[config.mk]
export PLATFORM = sky130hd
export DESIGN_NAME = ifetch_unit
export DESIGN_NICKNAME = d
export VERILOG_FILES = /design/src/rtl/ifetch_pkg.sv /design/src/rtl/ifetch_queue.sv /design/src/rtl/ifetch_unit.sv
export SDC_FILE = /design/constraint.sdc
export NUM_CORES = 1
export LEC_CHECK = 0
export CAP_MARGIN = 20
export CORE_MARGIN = 5
export CORE_UTILIZATION = 45
export CTS_CLUSTER_SIZE = 24
export DETAILED_ROUTE_END_ITERATION = 7
export GPL_TIMING_DRIVEN = 0
export PLACE_DENSITY_LB_ADDON = 0.1
export SETUP_SLACK_MARGIN = 0.05
export SKIP_CTS_REPAIR_TIMING = 1
export SYNTH_ARGS = -nofsm -noshare
export SYNTH_HDL_FRONTEND = slang
export SYNTH_SLANG_ARGS = --single-unit
[constraint.sdc]
create_clock -name clk -period 3.18 [get_ports clk]
set_input_delay 0.318 -clock clk [delete_from_list [all_inputs] [get_ports clk]]
set_output_delay 0.318 -clock clk [all_outputs]
set_load 0.1 [all_outputs]
[src/rtl/ifetch_pkg.sv]
// Shared types for the instruction fetch front-end: FSM states, queue entry layout, queue depth.
package ifetch_pkg;

  localparam int unsigned QDEPTH   = 2;
  localparam int unsigned EntryPcW = 32;

  typedef enum logic [1:0] {
    StBoot,
    StRun,
    StFault
  } ifetch_state_e;

  typedef struct packed {
    logic [31:0]         instr;
    logic [EntryPcW-1:0] pc;
  } ifetch_entry_t;

endpackage

[src/rtl/ifetch_queue.sv]
// Two-entry flushable FIFO holding fetched {instr, pc} pairs; head fields read as zero when empty.
module ifetch_queue
  import ifetch_pkg::*;
(
  input  logic                clk,
  input  logic                rst_n,
  input  logic                flush_i,
  input  logic                push_i,
  input  logic                pop_i,
  input  logic [31:0]         push_instr_i,
  input  logic [EntryPcW-1:0] push_pc_i,
  output logic [31:0]         head_instr_o,
  output logic [EntryPcW-1:0] head_pc_o,
  output logic [1:0]          count_o
);

  ifetch_entry_t ent_q [QDEPTH];
  ifetch_entry_t ent_d [QDEPTH];
  logic [1:0]    count_q, count_d;
  logic [1:0]    level;
  logic          do_pop, do_push;
  ifetch_entry_t new_ent;

  always_comb begin
    ent_d   = ent_q;
    count_d = count_q;
    new_ent = '{instr: push_instr_i, pc: push_pc_i};
    do_pop  = pop_i && (count_q != 2'd0);
    do_push = push_i && ((count_q < 2'(QDEPTH)) || do_pop);
    level   = count_q - {1'b0, do_pop};
    if (flush_i) begin
      count_d = 2'd0;
    end else begin
      // Shift toward the head on pop, then write the new entry at the post-pop tail.
      if (do_pop) begin
        ent_d[0] = ent_q[1];
      end
      if (do_push) begin
        ent_d[level[0]] = new_ent;
      end
      count_d = level + {1'b0, do_push};
    end
  end

  always_ff @(posedge clk or negedge rst_n) begin
    if (!rst_n) begin
      count_q <= 2'd0;
      for (int i = 0; i < QDEPTH; i++) begin
        ent_q[i] <= '0;
      end
    end else begin
      count_q <= count_d;
      ent_q   <= ent_d;
    end
  end

  assign count_o      = count_q;
  assign head_instr_o = (count_q != 2'd0) ? ent_q[0].instr : 32'd0;
  assign head_pc_o    = (count_q != 2'd0) ? ent_q[0].pc : '0;

endmodule

[src/rtl/ifetch_unit.sv]
// Instruction fetch front-end: PC/FSM, sequential fetch, redirects, 2-entry decode queue.
// Optional bounds fault on fetches beyond MEM_WORDS when IFETCH_BOUNDS_CHECK_EN is defined.
module ifetch_unit
  import ifetch_pkg::*;
#(
  parameter logic [31:0] RESET_PC  = 32'h0000_0000,
  parameter int unsigned MEM_WORDS = 256,
  parameter int unsigned ADDR_W    = 32
) (
  input  logic              clk,
  input  logic              rst_n,
  output logic [ADDR_W-1:0] imem_addr,
  input  logic [31:0]       imem_data,
  input  logic              redirect_valid,
  input  logic [ADDR_W-1:0] redirect_pc,
  output logic              if_valid,
  input  logic              if_ready,
  output logic [31:0]       if_instr,
  output logic [ADDR_W-1:0] if_pc,
  output logic              fetch_fault
);

`ifdef IFETCH_BOUNDS_CHECK_EN
  localparam bit BoundsEn = 1'b1;
`else
  localparam bit BoundsEn = 1'b0;
`endif

  ifetch_state_e       state_q, state_d;
  logic [ADDR_W-1:0]   pc_q, pc_d;
  logic                fault_q, fault_d;
  logic                push, flush, pop, oob;
  logic [1:0]          q_count;
  logic [EntryPcW-1:0] head_pc;
  logic [ADDR_W-1:0]   target_pc;
  logic                unused_redirect_lsb;

  assign unused_redirect_lsb = ^redirect_pc[1:0];
  assign target_pc = {redirect_pc[ADDR_W-1:2], 2'b00};
  assign imem_addr = pc_q >> 2;
  assign oob       = BoundsEn && (imem_addr >= ADDR_W'(MEM_WORDS));
  assign if_valid  = (q_count != 2'd0) && !redirect_valid;
  assign pop       = if_valid && if_ready;

  always_comb begin
    state_d = state_q;
    pc_d    = pc_q;
    fault_d = fault_q;
    push    = 1'b0;
    flush   = 1'b0;
    unique case (state_q)
      StBoot: begin
        state_d = StRun;
        if (redirect_valid) begin
          pc_d = target_pc;
        end
      end
      StRun: begin
        if (redirect_valid) begin
          flush = 1'b1;
          pc_d  = target_pc;
        end else if ((q_count < 2'(QDEPTH)) || pop) begin
          if (oob) begin
            state_d = StFault;
            fault_d = 1'b1;
          end else begin
            push = 1'b1;
            pc_d = pc_q + ADDR_W'(4);
          end
        end
      end
      // Only the queue drains here; redirects and fetches are ignored until reset.
      StFault: ;
      default: state_d = StBoot;
    endcase
  end

  always_ff @(posedge clk or negedge rst_n) begin
    if (!rst_n) begin
      state_q <= StBoot;
      pc_q    <= ADDR_W'(RESET_PC);
      fault_q <= 1'b0;
    end else begin
      state_q <= state_d;
      pc_q    <= pc_d;
      fault_q <= fault_d;
    end
  end

  ifetch_queue u_queue (
    .clk          (clk),
    .rst_n        (rst_n),
    .flush_i      (flush),
    .push_i       (push),
    .pop_i        (pop),
    .push_instr_i (imem_data),
    .push_pc_i    (EntryPcW'(pc_q)),
    .head_instr_o (if_instr),
    .head_pc_o    (head_pc),
    .count_o      (q_count)
  );

  assign if_pc       = ADDR_W'(head_pc);
  assign fetch_fault = fault_q;

endmodule

run_1/m1.png
The bar under the picture is 50 um long. Supply wires on this layer in gray.
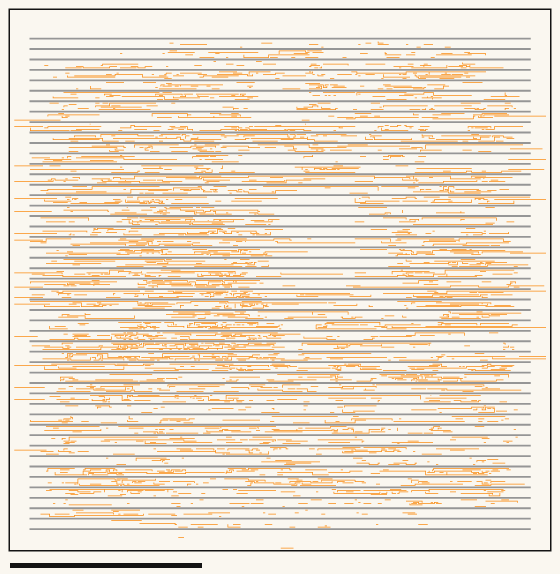
wire length on this layer	9140 um
main direction	horizontal
longest straight run	50.6 um
GR Layer Usage met1: 0.2858
via count: 6087
drt total wl: 21.33 mm

run_1/m2.png
The bar under the picture is 50 um long.
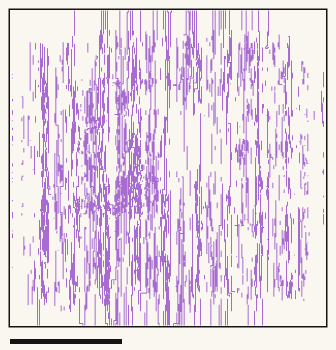
wire length on this layer	10400 um
longest straight run	46.2 um
main direction	vertical
share of all routed wire	49%
M2 GR Usage: 0.3574

==> run notes, run 1 <==
run results: run status=completed, Seq area share=0.3818, Worst-path clk slew=approximately 0.06 ns, end of the critical path=u_queue.ent_q[21]$_DFFE_PN0P_, Well-Tap Cells=around 220, CTS tree=built, die width=about 140 um, critical path required time=about 3.5 ns, Max clock buf depth=2, Clock Latency Late Sink=approximately 0.42 ns, xor+xnor area frac=0.02050, Top cells excl fill/tap=dfrtp_1 (159), clkdlybuf4s50_1 (98), nor2_1 (75), a21oi_1 (70), nor2b_1 (65), vias in the first global route=6410, layout cells sized above 1=0.1457, CP arrival=between 3 and 4 ns, DR iter-0 viols=around 400, mux cell area share after synthesis=0.1757, Clock Buffer Count=21, die span in y=roughly 140 um, GRT Resource Usage Total=0.2155, final setup fails=0, Reg2Reg Depth=9, FF-to-FF End=u_queue.ent_q[21]$_DFFE_PN0P_, P_leak=5.369 nW, I/O Pins=roughly 170, tool warning count=28, NonClk Buf Share=0.1963, sequential area share after synthesis=0.5173, Placer Congestion=approximately 0.85, Non-CTS inverters=8, ys async rst share=1.000, area grow syn2layout=35.51%, Reg area=slightly below 4000 um^2, Final #Nets=slightly below 1k, yosys warns=0, reg2reg start=u_queue.count_o[1]$_DFF_PN0_, # DRC=0, crit path kind=reg -> reg, Synth flops=about 160, Root Buffer=clkbuf_16, worst path bufs/invs=3, max-cap violations=0, RSZ-0062 raised after global routing=false, Main synth FF type=dfrtp_1, number of cells on the critical path=9, I/O Buffers=between 150 and 200, Max Slew Vio Count=0, Distinct cells, synth=53, Init Core Util=0.4605, Non-clk bufs=approximately 210, num sequential=159, Final Hold Viols=0, WL/cell=around 19 um, gr ovfl total=0, ao+oa area frac=0.08362, critical path capture point type=register, Yosys Chip Area=7691 um^2, crit-path max cell delay=between 0.4 and 0.5 ns, post-synthesis cell count=approximately 700, family with the most delay on the worst path=simple AND/OR/NAND/NOR gates, Max-slew headroom=0.3056, cts bufs inserted=17, H-tree Lvls=4, pre-CTS WS=-0.7363 ns, simple share=0.1573, Top cell excl fill/tap=dfrtp_1
run_1/m3.png
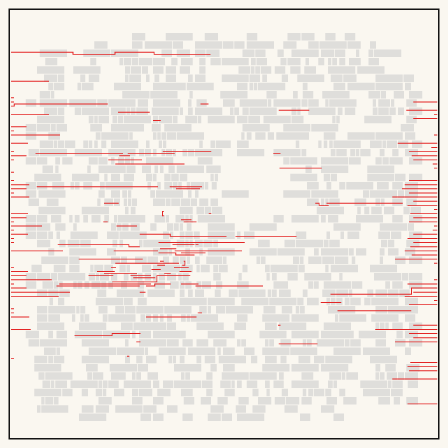
nets with wire on the layer	132
main direction	horizontal
met3 Usage GRT: 0.04673

run_1/m4.png
The bar under the picture is 50 um long. Supply wires on this layer in gray.
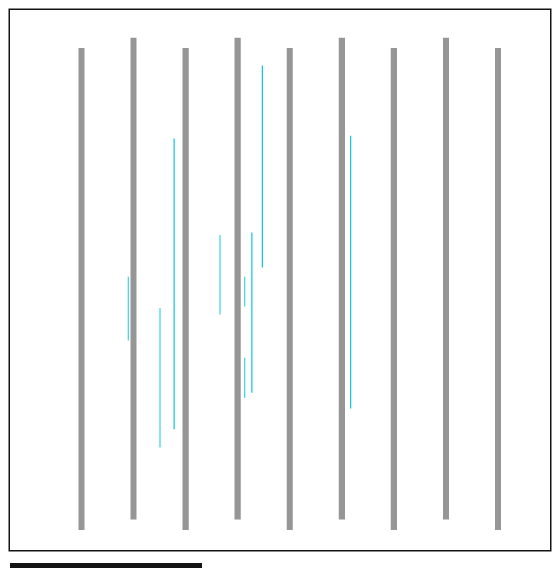
longest straight run	75.5 um
wire length on this layer	331 um
nets with wire on the layer	8
share of all routed wire	1.6%

run 1: routing by layer:
layer,track usage,wire (um),up-vias
li1,-,-,2834
met1,0.2858,9140,3007
met2,0.3574,10420,221
met3,0.04673,1435,25
met4,0.06272,330,0
met5,0,0,-
run 1: where the power goes:
group | internal, W | switching, W | leakage (nW)
clock | 0.00151 | 0.000801 | 0.328
combinational | 0.00193 | 0.00502 | 3.17
sequential | 0.00288 | 0.000481 | 1.87
total | 0.00632 | 0.00631 | 5.37
run 1: metrics by stage:
| step | instance area (um^2) | utilization | hold slack, ns | power [W] | std cells |
|---|---|---|---|---|---|
| 5_1_grt | 10420 | 0.6241 | 0.07788 | 0.01318 | 1126 |
| 6_report | 10420 | 0.6241 | 0.004813 | 0.01263 | 1126 |
| 4_1_cts | 10270 | 0.6149 | 0.02471 | 0.01277 | 1127 |
| 3_3_place_gp | 9573 | 0.5732 | 0.4877 | 0.01027 | 1095 |
| 3_5_place_dp | 9602 | 0.5749 | 0.4668 | 0.01042 | 1096 |
| 2_1_floorplan | 7706 | - | 0.02241 | 0.008731 | 716 |
run 1: synth_stat cells (all sizes together) (3+ instances only):
cell	n	area, um^2
xor2	9	78.83
a311oi	7	67.56
buf	25	127.6
nand2	34	127.6
xnor2	9	78.83
dfrtp	159	3979
o21ai	18	90.09
mux2i	63	630.6
a21oi	70	350.3
nand3	11	60.06
nor3	5	25.02
ha	3	37.54
nor2	77	289.0
and4	6	53.80
mux2	64	720.7
nor4	8	50.05
inv	8	30.03
clkbuf	26	147.6
and3	7	43.79
nand4	9	56.30
nor2b	65	406.6
run 1: registers in the layout, summed over array words and instances (netlist names):
name             flops
state_q              1
u_queue.count_o      2
pc_q                30
u_queue.ent_q      126
==> run 1 -> run 2 <==
CTS_CLUSTER_DIAMETER = 200   (was not set)
SETUP_SLACK_MARGIN = not set   (was 0.05)
run_2/m2.png
The bar under the picture is 50 um long.
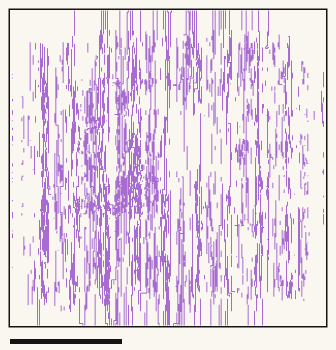
wire length on this layer	10400 um
longest straight run	46.2 um
share of all routed wire	49%

==> run notes, run 2 <==
run results: Final #Nets=965 (unchanged), area grow syn2layout=35.51% (unchanged), M2 GR Usage=0.3574 (unchanged), Worst path slowest cell=nor2_2 (unchanged), Post-synth EDFFs=0 (unchanged), RSZ-0062 raised after global routing=false (unchanged), I/O Buffers=159 (unchanged), met3 Usage GRT=0.04673 (unchanged), ant diodes=0 (unchanged), max-cap violations=0 (unchanged), GR Layer Usage met1=0.2858 (unchanged), family with the most delay on the worst path=simple AND/OR/NAND/NOR gates (unchanged), Max clock buf depth=2 (unchanged), number of flip-flops in the largest register=126 (unchanged), critical path capture point type=register (unchanged), Synth flops=159 (unchanged), Top cells excl fill/tap=dfrtp_1 (159), clkdlybuf4s50_1 (98), nor2_1 (75), a21oi_1 (70), nor2b_1 (65) (unchanged), I/O Pins=166 (unchanged), sequential area share after synthesis=0.5173 (unchanged), DR iter-0 viols=395 (unchanged), CTS tree=built (unchanged), P_leak=5.369 nW (unchanged), Placer Congestion=0.8533 (unchanged), die span in y=140.7 um (unchanged), Yosys Chip Area=7691 um^2 (unchanged), cell area after synthesis=7691 um^2 (unchanged), critical path required time=3.48 ns (about the same), Startpoint Class=register (unchanged), top-count cell post-synth=dfrtp_1 (unchanged), yosys warns=0 (unchanged), Init Core Util=0.4605 (unchanged), gr ovfl total=0 (unchanged), Post-synth top cells=dfrtp_1 (159), nor2_1 (77), a21oi_1 (70), nor2b_1 (65), mux2_2 (64) (unchanged), cts bufs inserted=17 (unchanged), final instance area=10420 um^2 (unchanged), end of the critical path=u_queue.ent_q[21]$_DFFE_PN0P_ (unchanged), Post-DP Area=9602 um^2 (unchanged), crit-path max cell delay=0.45 ns (about the same), met3 wire length=1.435 mm (unchanged), number of cells on the critical path=9 (unchanged), Main area contributors=dfrtp_1 (52%), mux2_2 (9.4%), mux2i_1 (8.2%) (unchanged), vias in the first global route=6410 (unchanged), reg2reg start=u_queue.count_o[1]$_DFF_PN0_ (unchanged), ys async rst share=1.000 (unchanged), die width=140.7 um (unchanged), final setup fails=0 (unchanged), Root Buffer=clkbuf_16 (unchanged), Max-slew headroom=0.3056 (unchanged), DP Cell Count=1096 (unchanged), crit path kind=reg -> reg (unchanged), post-synthesis cell count=714 (unchanged), Highest Signal Layer=met4 (unchanged), tool warning count=28 (unchanged), H-tree Lvls=4 (unchanged), run status=completed (unchanged), clk sink count=159 (unchanged), Final Hold Viols=0 (unchanged), CP arrival=3.24 ns (about the same), initial antenna violation count=0 (unchanged), Met2 Wirelength=10.42 mm (unchanged), Final Non-Filler Cells=1126 (unchanged), GRT Resource Usage Total=0.2155 (unchanged), Worst-path clk slew=0.06 ns (about the same), via count=6087 (unchanged), # DRC=0 (unchanged), first-pass GRT wire length=34.10 mm (unchanged), Area leader share=0.5173 (unchanged), FF-to-FF End=u_queue.ent_q[21]$_DFFE_PN0P_ (unchanged), worst path bufs/invs=3 (unchanged), Distinct cells, synth=53 (unchanged), # rows=47 (unchanged), drt total wl=21.33 mm (unchanged), Main synth FF type=dfrtp_1 (unchanged), Top reg by flops=u_queue.ent_q (unchanged), WL/cell=18.94 um (unchanged), Clock Latency Late Sink=0.42 ns (about the same), Crit Path Max Fanout=19 (unchanged), post-synth top area cell=dfrtp_1 (unchanged), Top cell excl fill/tap=dfrtp_1 (unchanged), layout cells sized above 1=0.1457 (unchanged), Top Usage Layer GRT=met2 (unchanged), Max Slew Vio Count=0 (unchanged), M1 WL=9.140 mm (unchanged), Reg2Reg Depth=9 (unchanged), Reg area=3979 um^2 (unchanged)
[run 2: cells by family (layout without fill, tap and decap cells)]
group | after synthesis | after routing | synth area share
xor+xnor | 18 | 18 | 0.02050
buf+inv | 59 | 249 | 0.03970
simple gates | 235 | 235 | 0.1573
fa+ha+maj | 3 | 3 | 0.004881
flops | 159 | 159 | 0.5173
mux | 127 | 127 | 0.1757
other cells | 2 | 4 | 0.0009764
compound gates | 111 | 111 | 0.08362
[run 2: layout make-up]
cell class                 instances  area share
inverter                           8    0.002881
sequential                       159      0.3818
multi-input combinational        498      0.3286
clock inverter                    10     0.01993
timing repair buffer             160      0.1699
tap                              220     0.02641
clock buffer                      21     0.04418
buffer                            50     0.02641
[run 2: worst reg2reg max path, delay by kind of cell (launching register included)]
| kind | cells | cell delay [ns] |
|---|---|---|
| adders and majority gates | 1 | 0.32 |
| and+or+nand+nor | 4 | 0.84 |
| muxes | 1 | 0.39 |
| buffers and inverters | 3 | 0.84 |
| DFF | 1 | 0.41 |
[run 2: power breakdown]
group,leakage (nW),internal [W],switching [W]
Clock,0.328,0.00151,0.000801
Combinational,3.17,0.00193,0.00502
Sequential,1.87,0.00288,0.000481
Total,5.37,0.00632,0.00631
[run 2: metrics by stage]
stage | hold WS [ns] | TNS (ns) | util | total power (W) | setup slack [ns]
after CTS | 0.02471 | -65.87 | 0.6149 | 0.01277 | -0.5992
final | 0.004813 | 0 | 0.6241 | 0.01263 | 0.2433
after global routing | 0.07788 | 0 | 0.6241 | 0.01318 | 0.06086
after global placement | 0.4877 | -776.34 | 0.5732 | 0.01027 | -4.537
after floorplan | 0.02241 | 0 | - | 0.008731 | 0.2679
after detailed placement | 0.4668 | -60.59 | 0.5749 | 0.01042 | -0.7363
Power and IR drop assume default switching activity.
